===== src/rtl/instruction_fetch.sv =====
// Fetch stage: owns the fetch PC, issues single-outstanding reads, and feeds the decoder via an output register plus a one-entry skid.
// Define FETCH_ALIGN_CHECK_EN to flag misaligned redirect targets and halt fetch; otherwise they are silently word-aligned.
module instruction_fetch #(
  parameter logic [31:0] RESET_PC = 32'h0000_0000,
  parameter logic [31:0] NOP_INST = 32'h0000_0013
) (
  input  logic        clk,
  input  logic        rst,
  input  logic        stall,
  input  logic        redirect,
  input  logic [31:0] redirect_pc,
  output logic        imem_req,
  output logic [31:0] imem_addr,
  input  logic        imem_ready,
  input  logic        imem_rvalid,
  input  logic [31:0] imem_rdata,
  output logic [31:0] instruction,
  output logic [31:0] pc,
  output logic [31:0] pc_plus4,
  output logic        inst_valid,
  output logic        fetch_fault
);

  typedef enum logic [1:0] {ST_REQ, ST_WAIT, ST_DRAIN, ST_FULL} state_t;

  state_t      state, state_nxt;
  logic [31:0] fetch_pc, fetch_pc_nxt;
  logic [31:0] skid_inst, skid_inst_nxt;
  logic [31:0] skid_pc, skid_pc_nxt;
  logic        skid_valid, skid_valid_nxt;
  logic [31:0] instruction_nxt, pc_nxt;
  logic        inst_valid_nxt;
  logic        consume, rsp_accept, halted;

`ifdef FETCH_ALIGN_CHECK_EN
  logic fault_q;

  // Sticky fault; once set, no further requests are issued until reset.
  always_ff @(posedge clk or posedge rst) begin
    if (rst)
      fault_q <= 1'b0;
    else if (redirect && (redirect_pc[1:0] != 2'b00))
      fault_q <= 1'b1;
  end

  assign halted      = fault_q;
  assign fetch_fault = fault_q;
`else
  assign halted      = 1'b0;
  assign fetch_fault = 1'b0;
`endif

  assign consume    = inst_valid && !stall;
  assign rsp_accept = (state == ST_WAIT) && imem_rvalid;
  assign imem_addr  = fetch_pc;
  assign pc_plus4   = pc + 32'd4;

  always_comb begin
    state_nxt       = state;
    fetch_pc_nxt    = fetch_pc;
    instruction_nxt = instruction;
    pc_nxt          = pc;
    inst_valid_nxt  = inst_valid;
    skid_inst_nxt   = skid_inst;
    skid_pc_nxt     = skid_pc;
    skid_valid_nxt  = skid_valid;
    imem_req        = (state == ST_REQ) && !halted;

    // Skid drains first so program order is kept; a fresh word only bypasses when the skid is empty.
    if (consume && skid_valid) begin
      instruction_nxt = skid_inst;
      pc_nxt          = skid_pc;
      inst_valid_nxt  = 1'b1;
      skid_valid_nxt  = 1'b0;
    end else if (consume || !inst_valid) begin
      if (rsp_accept) begin
        instruction_nxt = imem_rdata;
        pc_nxt          = fetch_pc;
        inst_valid_nxt  = 1'b1;
      end else begin
        instruction_nxt = NOP_INST;
        inst_valid_nxt  = 1'b0;
      end
    end else if (rsp_accept) begin
      skid_inst_nxt  = imem_rdata;
      skid_pc_nxt    = fetch_pc;
      skid_valid_nxt = 1'b1;
    end

    if (rsp_accept)
      fetch_pc_nxt = fetch_pc + 32'd4;

    case (state)
      ST_REQ:   if (imem_req && imem_ready) state_nxt = ST_WAIT;
      ST_WAIT:  if (imem_rvalid) state_nxt = skid_valid_nxt ? ST_FULL : ST_REQ;
      ST_FULL:  if (!skid_valid_nxt) state_nxt = ST_REQ;
      ST_DRAIN: if (imem_rvalid) state_nxt = ST_REQ;
      default:  state_nxt = ST_REQ;
    endcase

    // A response still in flight at redirect time must be swallowed in DRAIN.
    if (redirect) begin
      inst_valid_nxt  = 1'b0;
      instruction_nxt = NOP_INST;
      skid_valid_nxt  = 1'b0;
      fetch_pc_nxt    = redirect_pc & 32'hFFFF_FFFC;
      if (((state == ST_WAIT) || (state == ST_DRAIN)) && !imem_rvalid)
        state_nxt = ST_DRAIN;
      else if ((state == ST_REQ) && imem_req && imem_ready)
        state_nxt = ST_DRAIN;
      else
        state_nxt = ST_REQ;
    end
  end

  always_ff @(posedge clk or posedge rst) begin
    if (rst) begin
      state       <= ST_REQ;
      fetch_pc    <= RESET_PC;
      instruction <= NOP_INST;
      pc          <= 32'h0;
      inst_valid  <= 1'b0;
      skid_inst   <= 32'h0;
      skid_pc     <= 32'h0;
      skid_valid  <= 1'b0;
    end else begin
      state       <= state_nxt;
      fetch_pc    <= fetch_pc_nxt;
      instruction <= instruction_nxt;
      pc          <= pc_nxt;
      inst_valid  <= inst_valid_nxt;
      skid_inst   <= skid_inst_nxt;
      skid_pc     <= skid_pc_nxt;
      skid_valid  <= skid_valid_nxt;
    end
  end

endmodule


===== config.mk =====
export PLATFORM = sky130hd
export DESIGN_NAME = instruction_fetch
export DESIGN_NICKNAME = d
export VERILOG_FILES = /design/src/rtl/instruction_fetch.sv
export SDC_FILE = /design/constraint.sdc
export NUM_CORES = 1
export LEC_CHECK = 0
export CAP_MARGIN = 20
export CORE_MARGIN = 1
export CORE_UTILIZATION = 30
export CTS_CLUSTER_DIAMETER = 60
export DETAILED_ROUTE_END_ITERATION = 6
export MAX_ROUTING_LAYER = met4
export PLACE_DENSITY = 0.54
export SYNTH_ARGS = -nofsm -noshare
export SYNTH_HDL_FRONTEND = slang
export SYNTH_SLANG_ARGS = --single-unit

===== constraint.sdc =====
create_clock -name clk -period 6.5 [get_ports clk]
set_input_delay 0.975 -clock clk [delete_from_list [all_inputs] [get_ports clk]]
set_output_delay 0.975 -clock clk [all_outputs]
set_load 0.005 [all_outputs]

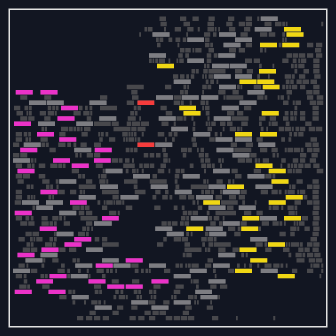
*Sequential cells grouped by signal name, run 1*
| netlist name | colour | sequential cells |
|---|---|---|
| pc | yellow | 30 |
| state | red | 2 |
| skid_inst | magenta | 32 |
not coloured: 94
Storage cell area: 0.00396 mm2
Flop+latch power: 1.34 mW
Util after Layout: 0.419
flop share of the area: 0.372

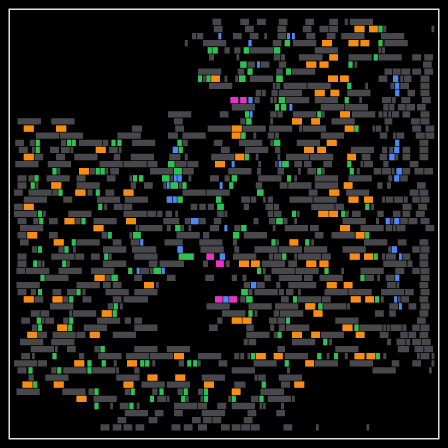
*Logic cells by family, run 1*
| family | colour | cells |
|---|---|---|
| non-inverting ao/oa cells | magenta | 6 |
| mux cells | orange | 91 |
| nor cells | blue | 41 |
| aoi and oai cells | green | 142 |
Top cell excl fill/tap: clkdlybuf4s50_1
Comb area share: 0.342
Layout Cells excl Fill: 1,290

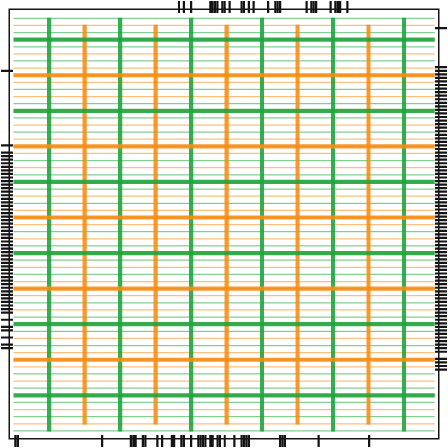
*Supply network, run 1*
Pins as bars on the die edge.
| net | colour |
|---|---|
| VSS | green |
| VDD | orange |
rows: 58
met5 straps: 11
signal pins: 201
met4 straps: 11
met1 rails: 59
maximum VDD drop: 164 uV
die height: 164 um
core area: 0.0254 mm2
Die Wd: 164 um

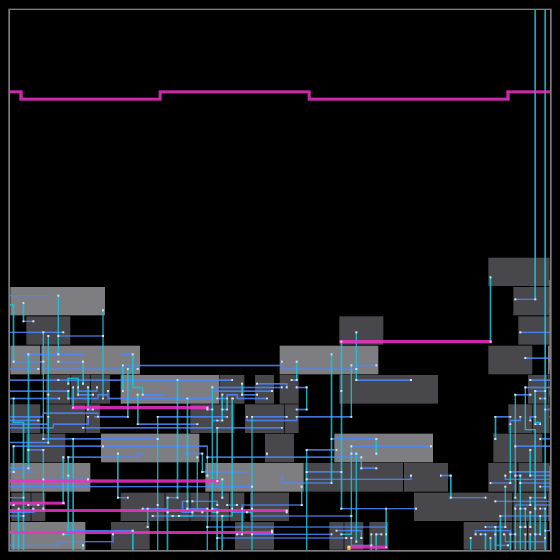
*Close-up of the layout, run 1*
Region (16, 98) to (66, 148) um. Cells in grey, sequential cells in the stronger grey; small squares are vias.
| layer | colour |
|---|---|
| M4 | yellow |
| M3 | magenta |
| M1 | blue |
| M2 | cyan |
sequential cells in the window: 9
most frequent: clkdlybuf4s50_1 (9), dfrtp_1 (9), a21oi_1 (6)
netlist names of flops here include: instruction (5), skid_inst (4)
cells with their middle in the window: 57

==> flow_summary.ini, run 1 <==
; yosys + openroad results
[final_timing]
fin_crit_sh = 0.594
tightest_slew_ns = 1.06
fin_crit_ns = 3.86
rsz0062_at_grt = no
finClkSkew_ns = 0.0130
drv_slew = 0
max_freq_mhz = 259
finalSetupTns_ns = 0
holdWs_ns = 0.480
postLayoutSetupSlackWorst_ns = 2.64
setup_viol = 0
maxSlewHeadroom = 0.291
hold_violations = 0

[route]
met2_length_um = 9840
drt-vias-per-instance = 4.91
antenna_left = 0
drt-total-wl_um = 22100
wl_met1_um = 10300
wl_met3_um = 1710
drc = 0
wl_per_cell_um = 17.1
drt_iter0_markers = 423
vias = 6339
top_layer = met4
dr.pass1.iters = 6

[yosys]
ys_cells = 774
synth.cellmix.compoundShare = 0.106
yosysUniqueCellTypes = 47
yosysWarningCount = 0
ys_area_mm2 = 0.00784
ys.flop_type = dfrtp_1
netlist_area_mm2 = 0.00784
synth.avg_cell_area_um2 = 10.1
synth_cells = 774
edf_count = 0
yosysSeqAreaShare = 0.505
yosysMostFrequentCell = dfrtp_1
netlist.area_leader.share = 0.495
async_flop_share = 1.00
top_cells_by_area = dfrtp_1 (49%), mux2_2 (8.6%), nand2_1 (5.1%)
ys_sh_simple = 0.172
fa_ha_area_frac = 0.00958
ys_sh_mux = 0.126
yosys.area.top_type = dfrtp_1
ys_seq_elements = 158
yosys-top-cells-count = dfrtp_1 (155), nand2_1 (106), o21ai_0 (77)
logic_family = simple AND/OR/NAND/NOR gates
synth-xor-area-share = 0.0425

[grt]
use_met2 = 0.266
grt_pass1_vias = 6150
grt_max_degree = 67
grt-busiest-layer = met2
track_usage = 0.175
grt_use_met1 = 0.225
antenna_found_initial = 3
gr-usage-met3 = 0.0556
grt_first_pass_wirelength_um = 35100
grt-ovfl-total = 0

[clock_network]
cts_buffers = 17
cts-resized-gates = 0
cts_setup_buffers = 0
cts.sinks = 158
clkLatencyLatePin_ns = 0.43
clockBufferDepth = 2
cts_tree = done
htreeDepth = 4
clk_pin_slew_worst_paths_ns = 0.07
postCtsHoldBufs = 0
root_buffer = clkbuf_16

[placement]
placed_cells = 1254
placed_area_mm2 = 0.0100
post-dp-hpwl_um = 14900
port_buffers = 191
pre_cts_ws_ns = 2.94
gp_congestion = 0.840

[worst_setup_path]
worstSetupPathType = reg2out
worstPathCellList = nand3_2, nor4_1, nand4_1, xnor2_1, clkdlybuf4s50_1
crit_slowest_cell = nor4_1
cp_max_fo = 6
end_kind = primary output
crit_family = simple AND/OR/NAND/NOR gates
required_ns = 5.52
cp-startpoint = pc[8]
critPathBufInv = 1
critPathLaunchType = register
cp_slowest_stage_delay_ns = 0.90
r2r-start = state[1]
cp.arrival_ns = 2.88

[pwr]
p_int_mw = 2.18
maxPowerGroup = sequential cells
pg_comb_uw = 798
leakagePower_nw = 4.77
p_seq_frac = 0.428
p_comb_frac = 0.255
switchingPower_uw = 939
power.share.switching = 0.301
pwr-share-clk = 0.317
power.density_mw_per_mm2 = 294
power_mw = 3.12
power_clock_uw = 990

[floorplan]
rows = 58
io_pins = 201
die_area_mm2 = 0.0268
fp_util = 0.309

[flow_run]
warning_count = 31
drv_cap = 0

[outcome]
status = completed

[final_layout]
design_area_mm2 = 0.0106
final_cell_mix = clkdlybuf4s50_1 (190), dfrtp_1 (155), nand2_1 (106), o21ai_0 (77), mux2_2 (60)
area_growth_pct = 35.6
drive_gt1_frac = 0.124
reg_top3 = instruction (32), skid_inst (32)
nets = 1020

[worst_hold_path]
min-delay-start = instruction[26]
hold_class = reg2reg
run 1: layout make-up:
| cell class | count | area [um2] |
|---|---|---|
| timing repair buffer | 201 | 1990 |
| antenna | 3 | 7.51 |
| clock buffer | 18 | 429 |
| fill | 2484 | 14800 |
| clock inverter | 14 | 148 |
| tap | 330 | 413 |
| multi-input combinational | 554 | 3630 |
| sequential | 158 | 3960 |
| inverter | 12 | 50.0 |
run 1: path summary, 6_finish.rpt:
path | slack (ns) | cells past startpoint | endpoint
worst max-delay path | 2.64 | 5 | pc_plus4[29]
worst min-delay path | 0.48 | 2 | instruction[26]
worst max register to register | 3.76 | 6 | imem_addr[23]
worst min register to register | 0.48 | 2 | instruction[26]
max in group asynchronous | 4.30 | 3 | pc[28]
min in group asynchronous | 0.94 | 2 | pc[6]
==> run 2: changes to the inputs <==
--- a/config.mk
+++ b/config.mk
@@ -11,7 +11,7 @@
 export CTS_CLUSTER_DIAMETER = 60
 export DETAILED_ROUTE_END_ITERATION = 6
 export MAX_ROUTING_LAYER = met4
-export PLACE_DENSITY = 0.54
+export PLACE_DENSITY = 0.56
 export SYNTH_ARGS = -nofsm -noshare
 export SYNTH_HDL_FRONTEND = slang
 export SYNTH_SLANG_ARGS = --single-unit
==> constraint.sdc (replaced) <==
create_clock -name clk -period 3.13 [get_ports clk]
set_input_delay 0.4695 -clock clk [delete_from_list [all_inputs] [get_ports clk]]
set_output_delay 0.4695 -clock clk [all_outputs]
set_load 0.005 [all_outputs]
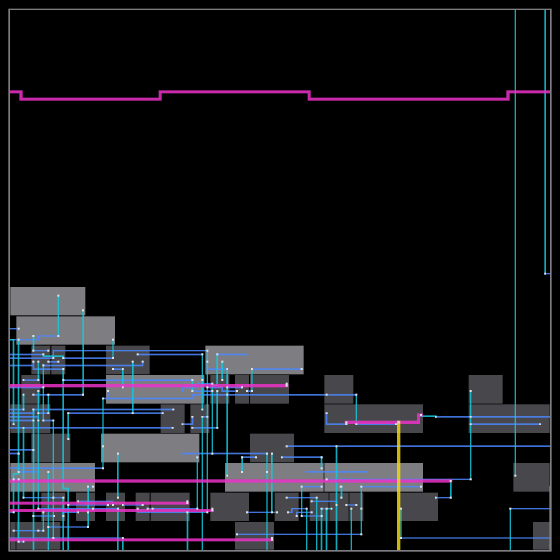
*Close-up of the layout, run 2*
Region (16, 98) to (66, 148) um. Cells in grey, sequential cells in the stronger grey; small squares are vias.
| layer | colour |
|---|---|
| M2 | cyan |
| M1 | blue |
| M4 | yellow |
| M3 | magenta |
netlist names of flops here include: instruction (4), skid_inst (4)
sequential cells in the window: 8
cells with their middle in the window: 38
most frequent: dfrtp_1 (8), clkdlybuf4s50_1 (7)

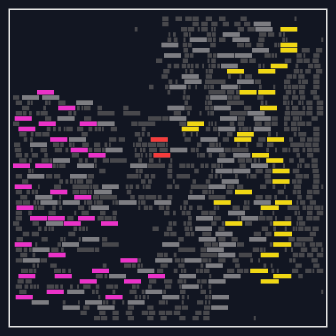
*Sequential cells grouped by signal name, run 2*
| netlist name | colour | sequential cells |
|---|---|---|
| pc | yellow | 30 |
| state | red | 2 |
| skid_inst | magenta | 32 |
not coloured: 94
Storage cell area: 0.00397 mm2
Util after Layout: 0.426
flop share of the area: 0.367
Flop+latch power: 2.79 mW

==> run 2 against run 1 <==
Compared with the run above: routed wire length rose by 0.13%; clock skew fell by 0.0025 ns; setup slack got worse by 2.6 ns; clock power rose by 110%; cell area rose by 1.8%; combinational power rose by 110%; first-iteration DRC count fell by 31%; synthesized area did not move; die size did not move; clock-buffer cell count rose by 2; largest power group unchanged.
==> flow_summary.ini, run 2 <==
; yosys + openroad results
[yosys]
ys_sh_simple = 0.172
ys_cells = 774
yosysSeqAreaShare = 0.505
ys_area_mm2 = 0.00784
yosysWarningCount = 0
yosysUniqueCellTypes = 47
yosysMostFrequentCell = dfrtp_1
yosys.area.top_type = dfrtp_1
synth.cellmix.compoundShare = 0.106
netlist_area_mm2 = 0.00784
synth.avg_cell_area_um2 = 10.1
logic_family = simple AND/OR/NAND/NOR gates
ys_sh_mux = 0.126
ys.flop_type = dfrtp_1
yosys-top-cells-count = dfrtp_1 (155), nand2_1 (106), o21ai_0 (77)

[final_layout]
clkbuf_count = 20
comb_share = 0.344
fillCellCount = 2554
drive_gt1_frac = 0.151
nets = 1030
comb_cells = 554
area_growth_pct = 38.1
mostFrequentLayoutCell = clkdlybuf4s50_1
n_all_buffers = 211
inverters = 12
insertedDiodeCount = 2
finalNonFillerCells = 1299
design_area_mm2 = 0.0108
largest_class = flip-flops and latches
reg_top3 = instruction (32), skid_inst (32)
area_share_nonclk_buffers = 0.193

[route]
drt_iter0_markers = 290
antenna_left = 0
drt-vias-per-instance = 4.95
drt-total-wl_um = 22100
drc = 0
vias = 6433
wl_per_cell_um = 17.0
wl_met3_um = 1830
wl_met1_um = 9940

[clock_network]
postCtsHoldBufs = 0
root_buffer = clkbuf_16
clk_pin_slew_worst_paths_ns = 0.07
cts_tree = done
cts_buffers = 17
cts.sinks = 158
clkLatencyLatePin_ns = 0.42
clockBufferDepth = 2
htreeDepth = 4
cts_setup_buffers = 0
cts-resized-gates = 6

[final_timing]
maxSlewHeadroom = 0.610
tightest_slew_ns = 0.584
max_freq_mhz = 327
postLayoutSetupSlackWorst_ns = 0.0714
hold_violations = 0
finClkSkew_ns = 0.0105
holdWs_ns = 0.294
rsz0062_at_grt = yes

[floorplan]
fp_util = 0.309
die_x_um = 164
num_tap_cells = 330
coreArea_mm2 = 0.0254

[grt]
grt-busiest-layer = met2
antenna_found_initial = 2
grt_first_pass_wirelength_um = 34900
grt-ovfl-total = 0
grt_pass1_vias = 6224
gr-usage-met3 = 0.0599
grt_max_degree = 82
track_usage = 0.173

[worst_setup_path]
required_ns = 2.66
cp.arrival_ns = 2.59
critPathLaunchType = register
worstSetupPathType = reg2out
end_kind = primary output
crit_family = simple AND/OR/NAND/NOR gates
reg2reg_slack_ns = 0.87
cp_slowest_stage_delay_ns = 0.51
cp_max_fo = 6
worstPathCellList = ha_4, nand4_2, or3_4, nor3_2, xor2_1, clkdlybuf4s50_1
critPathBufInv = 1
cp_num_cells = 6
reg2regPathDepth = 4
crit_slowest_cell = or3_4

[worst_hold_path]
hold_class = in2async

[placement]
gp_congestion = 0.842
post-dp-hpwl_um = 15200
placed_area_mm2 = 0.0101
placed_cells = 1263
port_buffers = 191

[pwr]
power_mw = 6.52
leakagePower_nw = 4.85
power.density_mw_per_mm2 = 602

[flow_run]
warning_count = 32

[outcome]
status = completed
[run 2: netlist changes by cell type in the layout (fill, tap and decap cells not counted), moves of 3 or more]
cell	before	now
nor4_2	0	3
dfrtp_1	155	147
nor4_1	9	4
buf_4	9	17
dfrtp_2	0	8
[run 2: worst paths after layout]
check	end	startpoint
worst max-delay path	pc_plus4[20]	pc[2]
worst min-delay path	pc[6]	rst
worst max register to register	imem_addr[27]	imem_addr[14]
worst min register to register	instruction[24]	instruction[24]
max in group asynchronous	pc[9]	rst
min in group clk	instruction[24]	instruction[24]
[run 2: where the power goes]
part,internal [mW],switching [mW],leakage (nW)
Clock,1.14,0.900,0.274
Sequential,2.36,0.436,2.06
Combinational,1.09,0.599,2.51
==> run 3: changes to the inputs <==
--- a/config.mk
+++ b/config.mk
@@ -5,7 +5,7 @@
 export SDC_FILE = /design/constraint.sdc
 export NUM_CORES = 1
 export LEC_CHECK = 0
-export CAP_MARGIN = 20
+export CAP_MARGIN = 10
 export CORE_MARGIN = 1
 export CORE_UTILIZATION = 30
 export CTS_CLUSTER_DIAMETER = 60
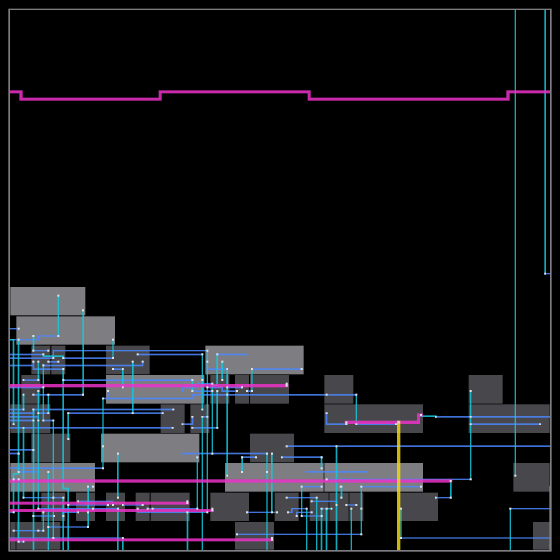
*Close-up of the layout, run 3*
Region (16, 98) to (66, 148) um. Cells in grey, sequential cells in the stronger grey; small squares are vias.
| layer | colour |
|---|---|
| M1 | blue |
| M2 | cyan |
| M3 | magenta |
| M4 | yellow |
sequential cells in the window: 8
cells with their middle in the window: 38
most frequent: dfrtp_1 (8), clkdlybuf4s50_1 (7)
netlist names of flops here include: instruction (4), skid_inst (4)

==> run 3 against run 2 <==
Compared with the run above: critical path depth stayed put; hold slack unchanged; setup slack unchanged; clock-buffer cell count unchanged; total power did not move; sequential power about the same; flip-flop count is the same.
==> flow_summary.ini, run 3 <==
; yosys + openroad results
[pwr]
power.share.switching = 0.297
powerSeq_mw = 2.79
ir_worst_vdd_uv = 329
maxPowerGroup = sequential cells
leakagePower_nw = 4.85
pg_comb_mw = 1.69
power_mw = 6.52
p_int_mw = 4.59
power_clock_mw = 2.04
pwr-share-clk = 0.313
p_seq_frac = 0.428

[flow_run]
warning_count = 32
drv_cap = 0

[worst_setup_path]
r2r-start = imem_addr[14]
cp_max_fo = 6
worstSetupPathType = reg2out
r2r-end = imem_addr[27]
reg2reg_slack_ns = 0.87
cp-startpoint = pc[2]
critPathLaunchType = register
required_ns = 2.66

[placement]
gp_congestion = 0.842
placed_area_mm2 = 0.0101
pre_cts_ws_ns = 0.316

[clock_network]
cts_setup_buffers = 0
clk_pin_slew_worst_paths_ns = 0.07
cts_buffers = 17
cts.sinks = 158
clkLatencyLatePin_ns = 0.42
cts_tree = done

[yosys]
fa_ha_area_frac = 0.00958
edf_count = 0
ys_seq_elements = 158
synth.cellmix.compoundShare = 0.106
ys_cells = 774
ys_area_mm2 = 0.00784
netlist.area_leader.share = 0.495
ys_sh_simple = 0.172
async_flop_share = 1.00
synth-xor-area-share = 0.0425
yosys.area.top_type = dfrtp_1
yosysUniqueCellTypes = 47
netlist_area_mm2 = 0.00784
yosysMostFrequentCell = dfrtp_1
synth.avg_cell_area_um2 = 10.1
synth_cells = 774

[route]
dr.pass1.iters = 4
drc = 0
vias = 6433
wl_per_cell_um = 17.0

[floorplan]
die_y_um = 164
die_x_um = 164
die_area_mm2 = 0.0268
coreArea_mm2 = 0.0254
num_tap_cells = 330
io_pins = 201
rows = 58

[worst_hold_path]
hold_class = in2async

[final_layout]
n_all_buffers = 211
insertedDiodeCount = 2
clkbuf_count = 20
clock_area_frac = 0.0529
nets = 1030
largest_class = flip-flops and latches
final_cell_mix = clkdlybuf4s50_1 (190), dfrtp_1 (147), nand2_1 (105), o21ai_0 (77), mux2_2 (60)
comb_area_mm2 = 0.00372
reg_top3 = instruction (32), skid_inst (32)
inverters = 12
comb_cells = 554
seq_area_mm2 = 0.00397
comb_share = 0.344
fillCellCount = 2554
seq_area_frac = 0.367
design_area_mm2 = 0.0108
drive_gt1_frac = 0.151
area_growth_pct = 38.1
mostFrequentLayoutCell = clkdlybuf4s50_1
design.seq.count = 158

[outcome]
status = completed

[grt]
use_met2 = 0.261
grt-busiest-layer = met2
grt-ovfl-total = 0
track_usage = 0.173
gr-usage-met3 = 0.0599
grt_use_met1 = 0.221
antenna_found_initial = 2

[final_timing]
maxSlewHeadroom = 0.610
setup_viol = 0
finClkSkew_ns = 0.0105
max_freq_mhz = 327
postLayoutSetupSlackWorst_ns = 0.0714
fin_crit_sh = 0.977
hold_violations = 0
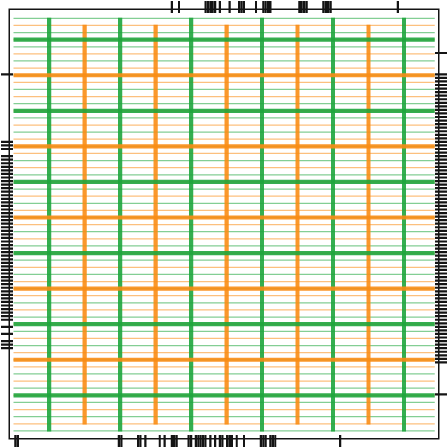
*Supply network, run 3*
Pins as bars on the die edge.
| net | colour |
|---|---|
| VSS | green |
| VDD | orange |
met1 rails: 59
met4 straps: 11

-- run 3: cell counts after synthesis --
No cell type changed its count.
-- run 3: cells by family (layout without fill, tap and decap cells) --
logic type      count (synthesis)  after routing
compound gates                148            148
xor+xnor                       38             38
fa+ha+maj                       6              6
buf+inv                        68            255
flops                         158            158
mux                            91             91
other cells                     1              9
simple gates                  264            264
-- run 3: metal layers --
layer | part of all wire | wire [um] | up-vias
met1 | 0.45 | 9940 | 3137
met4 | 0.012 | 265 | 0
met3 | 0.083 | 1830 | 21
met2 | 0.46 | 10100 | 171
met5 | 0 | 0 | -
li1 | - | - | 3104
-- run 3: critical path, stage by stage (launching register included) --
cell and delay (ns):
dfrtp_2 0.43, ha_4 0.17, nand4_2 0.19, or3_4 0.51, nor3_2 0.19, xor2_1 0.16, clkdlybuf4s50_1 0.51
No activity file was given, so power comes from the tool's default toggle rates.
